[src/rtl/diag_record_serializer.sv]
// diag_record_serializer
// Buffers diagnostic records {code, pos, len} in a small FIFO and emits each
// one as a 6-byte frame: D1, code, pos_h, pos_l, len_h, len_l.
// Tracks a sticky overflow flag and a saturating count of stored records.
// Optional feature macro: DIAG_DEDUP_EN. When defined, a record identical to
// the last stored one is still handshaken but dropped and not counted.
module diag_record_serializer #(
  parameter int DEPTH  = 8,
  parameter int CODE_W = 5
) (
  input  logic                     i_clk,
  input  logic                     i_rst_n,
  input  logic                     i_in_valid,
  output logic                     o_in_ready,
  input  logic [CODE_W-1:0]        i_in_code,
  input  logic [15:0]              i_in_pos,
  input  logic [15:0]              i_in_len,
  output logic                     o_out_valid,
  input  logic                     i_out_ready,
  output logic [7:0]               o_out_data,
  output logic                     o_out_last,
  output logic [15:0]              o_err_count,
  output logic                     o_overflow,
  output logic [$clog2(DEPTH):0]   o_fifo_level
);

  localparam int AW = $clog2(DEPTH);
  localparam int RW = CODE_W + 32;

  typedef enum logic [2:0] {
    S_IDLE,
    S_HDR,
    S_CODE,
    S_POS_H,
    S_POS_L,
    S_LEN_H,
    S_LEN_L
  } state_t;

  logic [RW-1:0] r_mem [DEPTH];
  logic [AW:0]   r_wptr;
  logic [AW:0]   r_rptr;
  logic [RW-1:0] r_frame;
  state_t        r_state;
  logic          r_out_valid;
  logic          r_out_last;
  logic [15:0]   r_err_count;
  logic          r_overflow;

  logic [AW:0]   w_level;
  logic          w_full;
  logic          w_empty;
  logic [RW-1:0] w_in_rec;
  logic          w_accept;
  logic          w_dup;
  logic          w_push;
  logic          w_out_fire;
  logic          w_pop;
  logic [7:0]    w_code_byte;
  logic [7:0]    w_out_data;

  assign w_level    = r_wptr - r_rptr;
  assign w_full     = (w_level == (AW+1)'(DEPTH));
  assign w_empty    = (r_wptr == r_rptr);
  assign w_in_rec   = {i_in_code, i_in_pos, i_in_len};
  assign w_accept   = i_in_valid & ~w_full;
  assign w_push     = w_accept & ~w_dup;
  assign w_out_fire = r_out_valid & i_out_ready;
  assign w_pop      = ~w_empty & ((r_state == S_IDLE) |
                                  ((r_state == S_LEN_L) & w_out_fire));

`ifdef DIAG_DEDUP_EN
  logic          r_last_valid;
  logic [RW-1:0] r_last_rec;

  assign w_dup = r_last_valid & (r_last_rec == w_in_rec);

  // Remember the most recently stored record so repeats can be dropped
  always_ff @(posedge i_clk or negedge i_rst_n) begin
    if (!i_rst_n) begin
      r_last_valid <= 1'b0;
      r_last_rec   <= '0;
    end else if (w_push) begin
      r_last_valid <= 1'b1;
      r_last_rec   <= w_in_rec;
    end
  end
`else
  assign w_dup = 1'b0;
`endif

  // Record storage; contents need no reset since the pointers define validity
  always_ff @(posedge i_clk) begin
    if (w_push) begin
      r_mem[r_wptr[AW-1:0]] <= w_in_rec;
    end
  end

  // Wrapping pointers with an extra bit to distinguish full from empty
  always_ff @(posedge i_clk or negedge i_rst_n) begin
    if (!i_rst_n) begin
      r_wptr <= '0;
      r_rptr <= '0;
    end else begin
      if (w_push) r_wptr <= r_wptr + 1'b1;
      if (w_pop)  r_rptr <= r_rptr + 1'b1;
    end
  end

  // Sticky overflow flag and saturating stored-record counter
  always_ff @(posedge i_clk or negedge i_rst_n) begin
    if (!i_rst_n) begin
      r_overflow  <= 1'b0;
      r_err_count <= '0;
    end else begin
      if (i_in_valid & w_full) r_overflow <= 1'b1;
      if (w_push && (r_err_count != 16'hFFFF)) r_err_count <= r_err_count + 16'd1;
    end
  end

  // Frame FSM: loads the FIFO head and walks the six bytes on each handshake
  always_ff @(posedge i_clk or negedge i_rst_n) begin
    if (!i_rst_n) begin
      r_state     <= S_IDLE;
      r_frame     <= '0;
      r_out_valid <= 1'b0;
      r_out_last  <= 1'b0;
    end else begin
      case (r_state)
        S_IDLE: begin
          if (w_pop) begin
            r_frame     <= r_mem[r_rptr[AW-1:0]];
            r_state     <= S_HDR;
            r_out_valid <= 1'b1;
          end
        end
        S_HDR:   if (w_out_fire) r_state <= S_CODE;
        S_CODE:  if (w_out_fire) r_state <= S_POS_H;
        S_POS_H: if (w_out_fire) r_state <= S_POS_L;
        S_POS_L: if (w_out_fire) r_state <= S_LEN_H;
        S_LEN_H: begin
          if (w_out_fire) begin
            r_state    <= S_LEN_L;
            r_out_last <= 1'b1;
          end
        end
        S_LEN_L: begin
          if (w_out_fire) begin
            r_out_last <= 1'b0;
            if (w_pop) begin
              r_frame <= r_mem[r_rptr[AW-1:0]];
              r_state <= S_HDR;
            end else begin
              r_state     <= S_IDLE;
              r_out_valid <= 1'b0;
            end
          end
        end
        default: begin
          r_state     <= S_IDLE;
          r_out_valid <= 1'b0;
          r_out_last  <= 1'b0;
        end
      endcase
    end
  end

  assign w_code_byte = 8'(r_frame[RW-1:32]);

  // Select the current frame byte from the held frame register
  always_comb begin
    w_out_data = 8'h00;
    case (r_state)
      S_HDR:   w_out_data = 8'hD1;
      S_CODE:  w_out_data = w_code_byte;
      S_POS_H: w_out_data = r_frame[31:24];
      S_POS_L: w_out_data = r_frame[23:16];
      S_LEN_H: w_out_data = r_frame[15:8];
      S_LEN_L: w_out_data = r_frame[7:0];
      default: w_out_data = 8'h00;
    endcase
  end

  assign o_in_ready   = ~w_full;
  assign o_out_valid  = r_out_valid;
  assign o_out_data   = w_out_data;
  assign o_out_last   = r_out_last;
  assign o_err_count  = r_err_count;
  assign o_overflow   = r_overflow;
  assign o_fifo_level = w_level;

endmodule

[config.mk]
export PLATFORM = sky130hd
export DESIGN_NAME = diag_record_serializer
export DESIGN_NICKNAME = d
export VERILOG_FILES = /design/src/rtl/diag_record_serializer.sv
export SDC_FILE = /design/constraint.sdc
export NUM_CORES = 1
export LEC_CHECK = 0
export CAP_MARGIN = 20
export CORE_UTILIZATION = 50
export CTS_BUF_LIST = sky130_fd_sc_hd__clkbuf_8 sky130_fd_sc_hd__clkbuf_16
export CTS_CLUSTER_SIZE = 10
export DETAILED_ROUTE_END_ITERATION = 12
export PLACE_DENSITY = 0.71
export RECOVER_POWER = 50
export SLEW_MARGIN = 10
export SYNTH_ARGS = -nofsm -noshare
export SYNTH_HDL_FRONTEND = slang
export SYNTH_SLANG_ARGS = --single-unit
[constraint.sdc]
create_clock -name i_clk -period 6 [get_ports i_clk]
set_clock_uncertainty 0.2 [all_clocks]
set_input_delay 0.6 -clock i_clk [delete_from_list [all_inputs] [get_ports i_clk]]
set_output_delay 0.6 -clock i_clk [all_outputs]
set_load 0.005 [all_outputs]
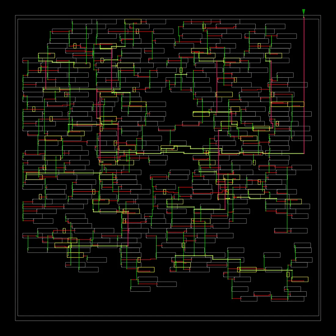
*Clock wiring as the flow saved it, run 1*
Clock Power: 2280 µW
CLK BUF: 47

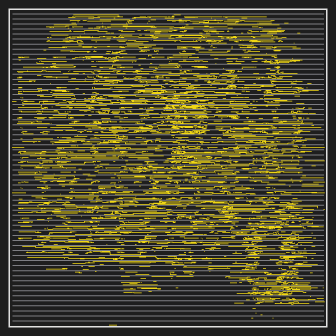
*Metal 1, run 1*
Supply wires on this layer in grey.
share of all routed wire: 43%
main direction: horizontal
wire length on this layer: 12000 µm
longest straight run: 48.3 µm
met1 GRT Util: 27.9%
Via Count: 7428
overall routed net length: 27600 µm

==> results.ini, run 1 <==
[grt]
first_global_vias = 7389
top_usage_layer = met2
antenna_found_initial = 0

[sta]
worst_pin_slew_ns = 1.69
drv_slew = 28
fin_ws_ns = 2.03
max_slew_margin_pct = -12.4
finalCritPeriodShare_pct = 66.2
holdWs_ns = 0.269

[place]
dp_cells = 1228
io_buffers = 72

[setup_path]
worst_ep_arrival_time_ns = 3.17
crit_start = r_rptr[0]$_DFFE_PN0N_
worst-setup-path-type = reg2out
endpoint = o_in_ready
setup.worst_path.end_class = output pin
crit_required_ns = 5.20
worst_setup_path_start_kind = register
cpPeakStageDelay_ns = 0.74

[synthesis]
yosys.area.top_type_share_pct = 62.4
top_cells_by_area = edfxtp_1 (62%), dfrtp_1 (12%), mux4_2 (12%), nand2_1 (2.6%), a31oi_1 (1.7%)
adder_share_pct = 0.668
ys_ff = 363
yosys-stat-cells = 807
synthCells = 807
top_cells_by_count = edfxtp_1 (296), nand2_1 (98), mux4_2 (74), dfrtp_1 (67), nor2_1 (51)
ys_seq_share_pct = 74.2

[clock_network]
cts_tree = yes
holdBufCountCts = 1
clk-insertion-delay-late_ns = 0.52
cts_buffers = 42
cts_resized = 0

[pwr]
p_int_uw = 5790
power-top-group = registers
share_comb_of_total_power_pct = 29.0
netSwitchingFraction_pct = 30.9
p_per_area_nw_per_um2 = 502
powerSeq_uw = 3670
ir_drop_v = 0.000258
fin_total_pwr_uw = 8380

[worst_hold_path]
min_from = o_overflow$_DFFE_PN0P_
holdPathStages = 1

[layout]
signal_buffers = 88
buf_share_pct = 5.14
sh_seq_area_pct = 63.4
regArea_um2 = 10600
nets = 944
inv_count = 11
comb_area_share_pct = 20.8
stdcell_area_um2 = 16700
clkCellAreaFrac_pct = 7.61
fin_util_pct = 59.7
final.fill_count = 2084
drive_above_1_share_pct = 16.1

[flow_run]
cap_violations = 1

[drt]
drt_iter0_drc = 573
drc = 0
drt_pass1_iterations = 5

[die]
io_pins = 73
initCoreUtil_pct = 51.0
die_h_um = 171
tap-cell-count = 378

[status]
status = finished, violations left
violations = capacitance limit, slew limit

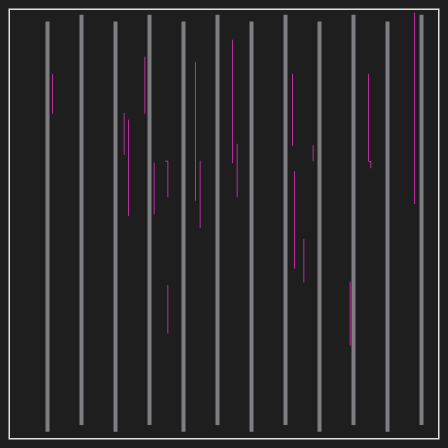
*Metal 4, run 1*
Supply wires on this layer in grey.
main direction: vertical
share of all routed wire: 1.9%
nets with wire on the layer: 11
wire length on this layer: 529 µm

run 1: cells in the final DEF, fill, tap and decap left out, drive strengths merged, types with 7 or more instances in the layout:
cell type      netlist  routed
a21oi                7       7
a31oi               38      38
buf                 21      15
clkbuf              22      48
clkdlybuf4s50        0      20
dfrtp               67      67
dlygate4sd3          0      52
edfxtp             296     296
inv                 10      40
mux4                74      74
nand2               99      99
nand3                8       8
nand4                9       9
nor2                51      51
o21ai               20      20
xnor2               14      14
run 1: layer usage:
metal  part of all wire (%)  vias up
met2                     49      229
met1                     43     3817
met5                      0        -
li1                       -     3340
met4                    1.9        0
met3                    5.6       42
### Signal wires by layer, run 1

Two of the layers only.
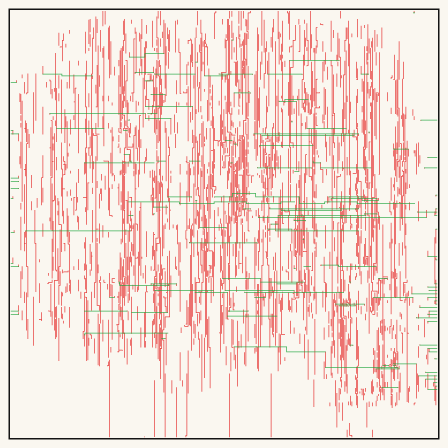

==> run 1 -> run 2 <==
Clock period 6 ns to 3.6 ns, I/O delays scaled along.
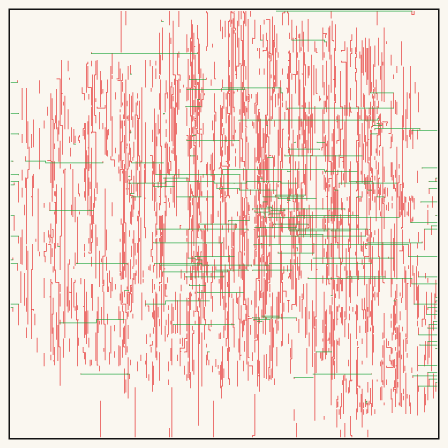
*Signal wires by layer, run 2*
Two of the layers only.
[green] met3 | wire length: 1880 µm
[red] met2 | wire length: 13900 µm
Via Count: 7571
overall routed net length: 29000 µm
Routed wire per std cell: 22.0 µm

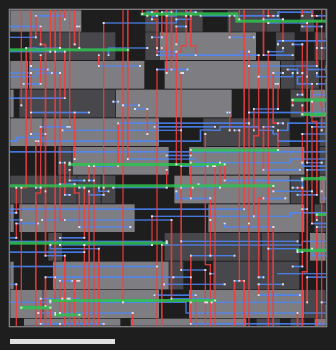
*A small window of the routed layout, run 2*
Scale bar: 10 µm. Region (70, 70) to (100, 100) µm. Cells in grey, sequential cells in the stronger grey; small squares are vias.
[blue] met1
[red] met2
[green] met3
cells with their middle in the window: 40
most frequent: edfxtp_1 (11), nand2_1 (7)
netlist names of flops here include: `r_mem` (11), `r_frame` (3)
sequential cells in the window: 14

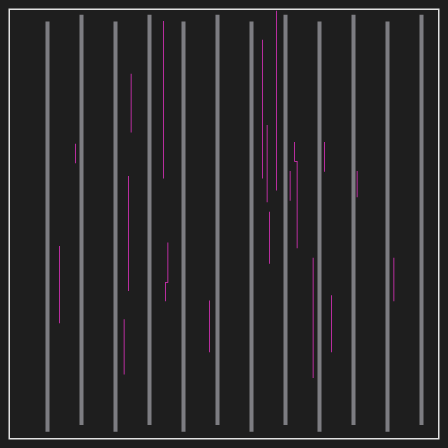
*Metal 4, run 2*
Supply wires on this layer in grey.
main direction: vertical
nets with wire on the layer: 12
wire length on this layer: 576 µm
longest straight run: 71.4 µm
share of all routed wire: 2.0%

==> run 2 against run 1 <==
Against the previous run:
- the flow still finishes with violations (capacitance limit, slew limit)
- total power increased by 69%
- worst setup slack worse by 1.9 ns
- register-to-register slack worse by 1.6 ns
- clock power is 63% higher
- global-route usage grew 1.3 points
- die size did not move
- non-clock buffer count increased by 14
- largest power group unchanged
==> results.ini, run 2 <==
[layout]
signal_buffers = 102
lay_top_cells = edfxtp_1 (296), nand2_1 (98), mux4_2 (74)
stdcell_area_um2 = 16900
clkCellAreaFrac_pct = 7.25
lay_top_count = edfxtp_1
regArea_um2 = 10600
fin_util_pct = 60.3

[synthesis]
top_cells_by_area = edfxtp_1 (62%), dfrtp_1 (12%), mux4_2 (12%), nand2_1 (2.6%), a31oi_1 (1.7%)
ys_ff = 363
adder_share_pct = 0.668
top_cells_by_count = edfxtp_1 (296), nand2_1 (98), mux4_2 (74), dfrtp_1 (67), nor2_1 (51)
ys_seq_share_pct = 74.2

[clock_network]
holdBufCountCts = 1
clk-insertion-delay-late_ns = 0.54
cts_resized = 0

[status]
violations = capacitance limit, slew limit
status = finished, violations left

[drt]
highest_layer = met4
route.met3.wl_um = 1880
wl_met2_um = 13900
wl_met1_um = 12600

[flow_run]
cap_violations = 1

[die]
die_h_um = 171
initCoreUtil_pct = 51.0

[sta]
drv_slew = 26
worst_pin_slew_ns = 1.60
finalCritPeriodShare_pct = 96.1

[grt]
antenna_found_initial = 2
top_usage_layer = met2

[setup_path]
worst-setup-path-type = reg2out
worst_ep_arrival_time_ns = 2.90
worst_setup_path_start_kind = register
setup.worst_path.end_class = output pin

[pwr]
power-top-group = registers
netSwitchingFraction_pct = 31.7
powerSeq_uw = 5970
share_comb_of_total_power_pct = 31.6

[place]
dp_cells = 1239

[run 2: path summary, 6_finish.rpt]
path | startpoint | to | slack (ns) | depth (start not counted)
hold / removal | r_rptr[3]$_DFFE_PN0N_ | r_rptr[3]$_DFFE_PN0N_ | 0.30 | 1
setup reg to reg | r_wptr[1]$_DFFE_PN0P_ | r_mem[4][18]$_DFFE_PP_ | 0.46 | 7
max in group asynchronous | i_rst_n | r_frame[6]$_DFFE_PN0P_ | 0.73 | 3
min in group asynchronous | i_rst_n | o_err_count[5]$_DFFE_PN0P_ | 0.40 | 2
hold reg to reg | r_rptr[3]$_DFFE_PN0N_ | r_rptr[3]$_DFFE_PN0N_ | 0.30 | 1
setup / recovery | r_state[0]$_DFFE_PN0P_ | o_out_data[0] | 0.14 | 4
==> run 2 -> run 3 <==
Settings changed: ABC_AREA set to 0.
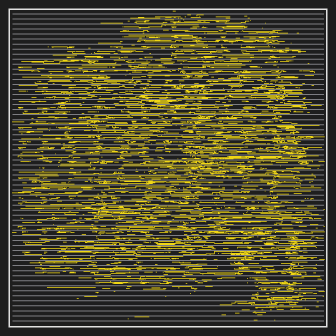
*Metal 1, run 3*
Supply wires on this layer in grey.
main direction: horizontal
longest straight run: 47.1 µm
met1 GRT Util: 29.6%

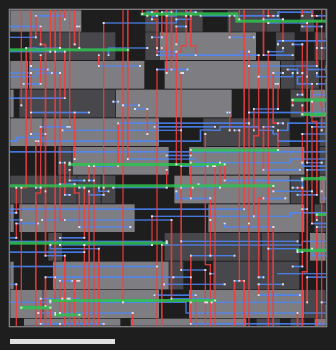
*A small window of the routed layout, run 3*
Scale bar: 10 µm. Region (70, 70) to (100, 100) µm. Cells in grey, sequential cells in the stronger grey; small squares are vias.
[green] met3
[blue] met1
[red] met2
sequential cells in the window: 14
most frequent: edfxtp_1 (11), nand2_1 (7)
netlist names of flops here include: `r_mem` (11), `r_frame` (3)
cells with their middle in the window: 40

==> run 3 against run 2 <==
Against the previous run:
- the flow still finishes with violations (capacitance limit, slew limit)
- critical path type unchanged
- register-to-register slack about the same
- worst setup slack unchanged
- non-clock buffer count unchanged
- design area unchanged
- critical endpoint unchanged
- sequential power about the same
==> results.ini, run 3 <==
[status]
status = finished, violations left
violations = capacitance limit, slew limit

[pwr]
netSwitchingFraction_pct = 31.7
power-top-group = registers
p_per_area_nw_per_um2 = 841
ir_drop_v = 0.000415
fin_total_pwr_uw = 14200
share_comb_of_total_power_pct = 31.6
p_int_uw = 9680
powerSeq_uw = 5970

[sta]
max_slew_margin_pct = -6.98
drv_slew = 26
holdWs_ns = 0.300
finalCritPeriodShare_pct = 96.1
fin_ws_ns = 0.140

[flow_run]
cap_violations = 1

[layout]
lay_top_cells = edfxtp_1 (296), nand2_1 (98), mux4_2 (74)
drive_above_1_share_pct = 18.2
stdcell_area_um2 = 16900
nets = 958
final.fill_count = 2053
signal_buffers = 102
inv_count = 11
comb_area_share_pct = 21.0
sh_seq_area_pct = 62.7
buf_share_pct = 5.84
clkCellAreaFrac_pct = 7.25
fin_util_pct = 60.3
regArea_um2 = 10600

[grt]
antenna_found_initial = 2
top_usage_layer = met2

[setup_path]
worst_ep_arrival_time_ns = 2.90
setup.worst_path.end_class = output pin
worst-setup-path-type = reg2out
crit_start = r_state[0]$_DFFE_PN0P_
r2r-start = r_wptr[1]$_DFFE_PN0P_
endpoint = o_out_data[0]
crit_required_ns = 3.04
ff2ff_path_depth = 7
worst_setup_path_start_kind = register
r2r_slack_ns = 0.46

[place]
dpl_cell_area_um2 = 15600
dp_cells = 1239
globalplace.congestion = 0.765

[drt]
wl_met2_um = 13900
drt_pass1_iterations = 5
wirelength_um = 29000
wl_met1_um = 12600
drt_iter0_drc = 606
wl_per_cell_um = 22.0
highest_layer = met4
drc = 0
vias = 7571

[synthesis]
ys_seq_share_pct = 74.2
yosys.area.top_type_share_pct = 62.4
yosys-stat-cells = 807
top_cells_by_area = edfxtp_1 (62%), dfrtp_1 (12%), mux4_2 (12%), nand2_1 (2.6%), a31oi_1 (1.7%)
ys_ff = 363
top_cells_by_count = edfxtp_1 (296), nand2_1 (98), mux4_2 (74), dfrtp_1 (67), nor2_1 (51)
synthCells = 807

[worst_hold_path]
worstHoldEndpoint = r_rptr[3]$_DFFE_PN0N_
min_from = r_rptr[3]$_DFFE_PN0N_

[die]
initCoreUtil_pct = 51.0
io_pins = 73
die_h_um = 171

[clock_network]
cts_tree = yes

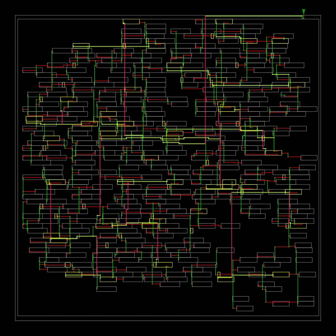
*Clock wiring as the flow saved it, run 3*
CLK BUF: 43
Clock Power: 3720 µW
Clk Latency, worst-skew pair: 0.54 ns
Inserted Clock Buffers: 42

run 3: cell counts in the layout (fill, tap and decap cells not counted):
Identical to the previous run, type by type.
run 3: worst max-delay path: stages, from the launching register on:
cell and delay, ns:
dfrtp_1 0.56, nor2_1 0.64, a21boi_0 0.18, o21ai_0 0.37, clkdlybuf4s50_1 0.59
run 3: kinds of logic after synthesis:
family          Yosys count  share of synthesized area (%)
xor+xnor                 20                           1.23
simple gates            196                           6.02
mux                      85                           12.5
buf+inv                  54                           1.71
compound gates           82                           3.68
fa+ha+maj                 7                          0.668
flops                   363                           74.2
run 3: timing repair:
| item | 4_1_cts | 5_1_grt |
|---|---|---|
| hold buffers | 1 | 0 |
| buffers inserted | 0 | 4 |
| endpoints found under the hold margin | 19 | 0 |
| endpoints found under the setup margin | 0 | 2 |
| resized | 0 | 2 |
Power figures rest on the tool's default switching activity, not on a simulated workload.
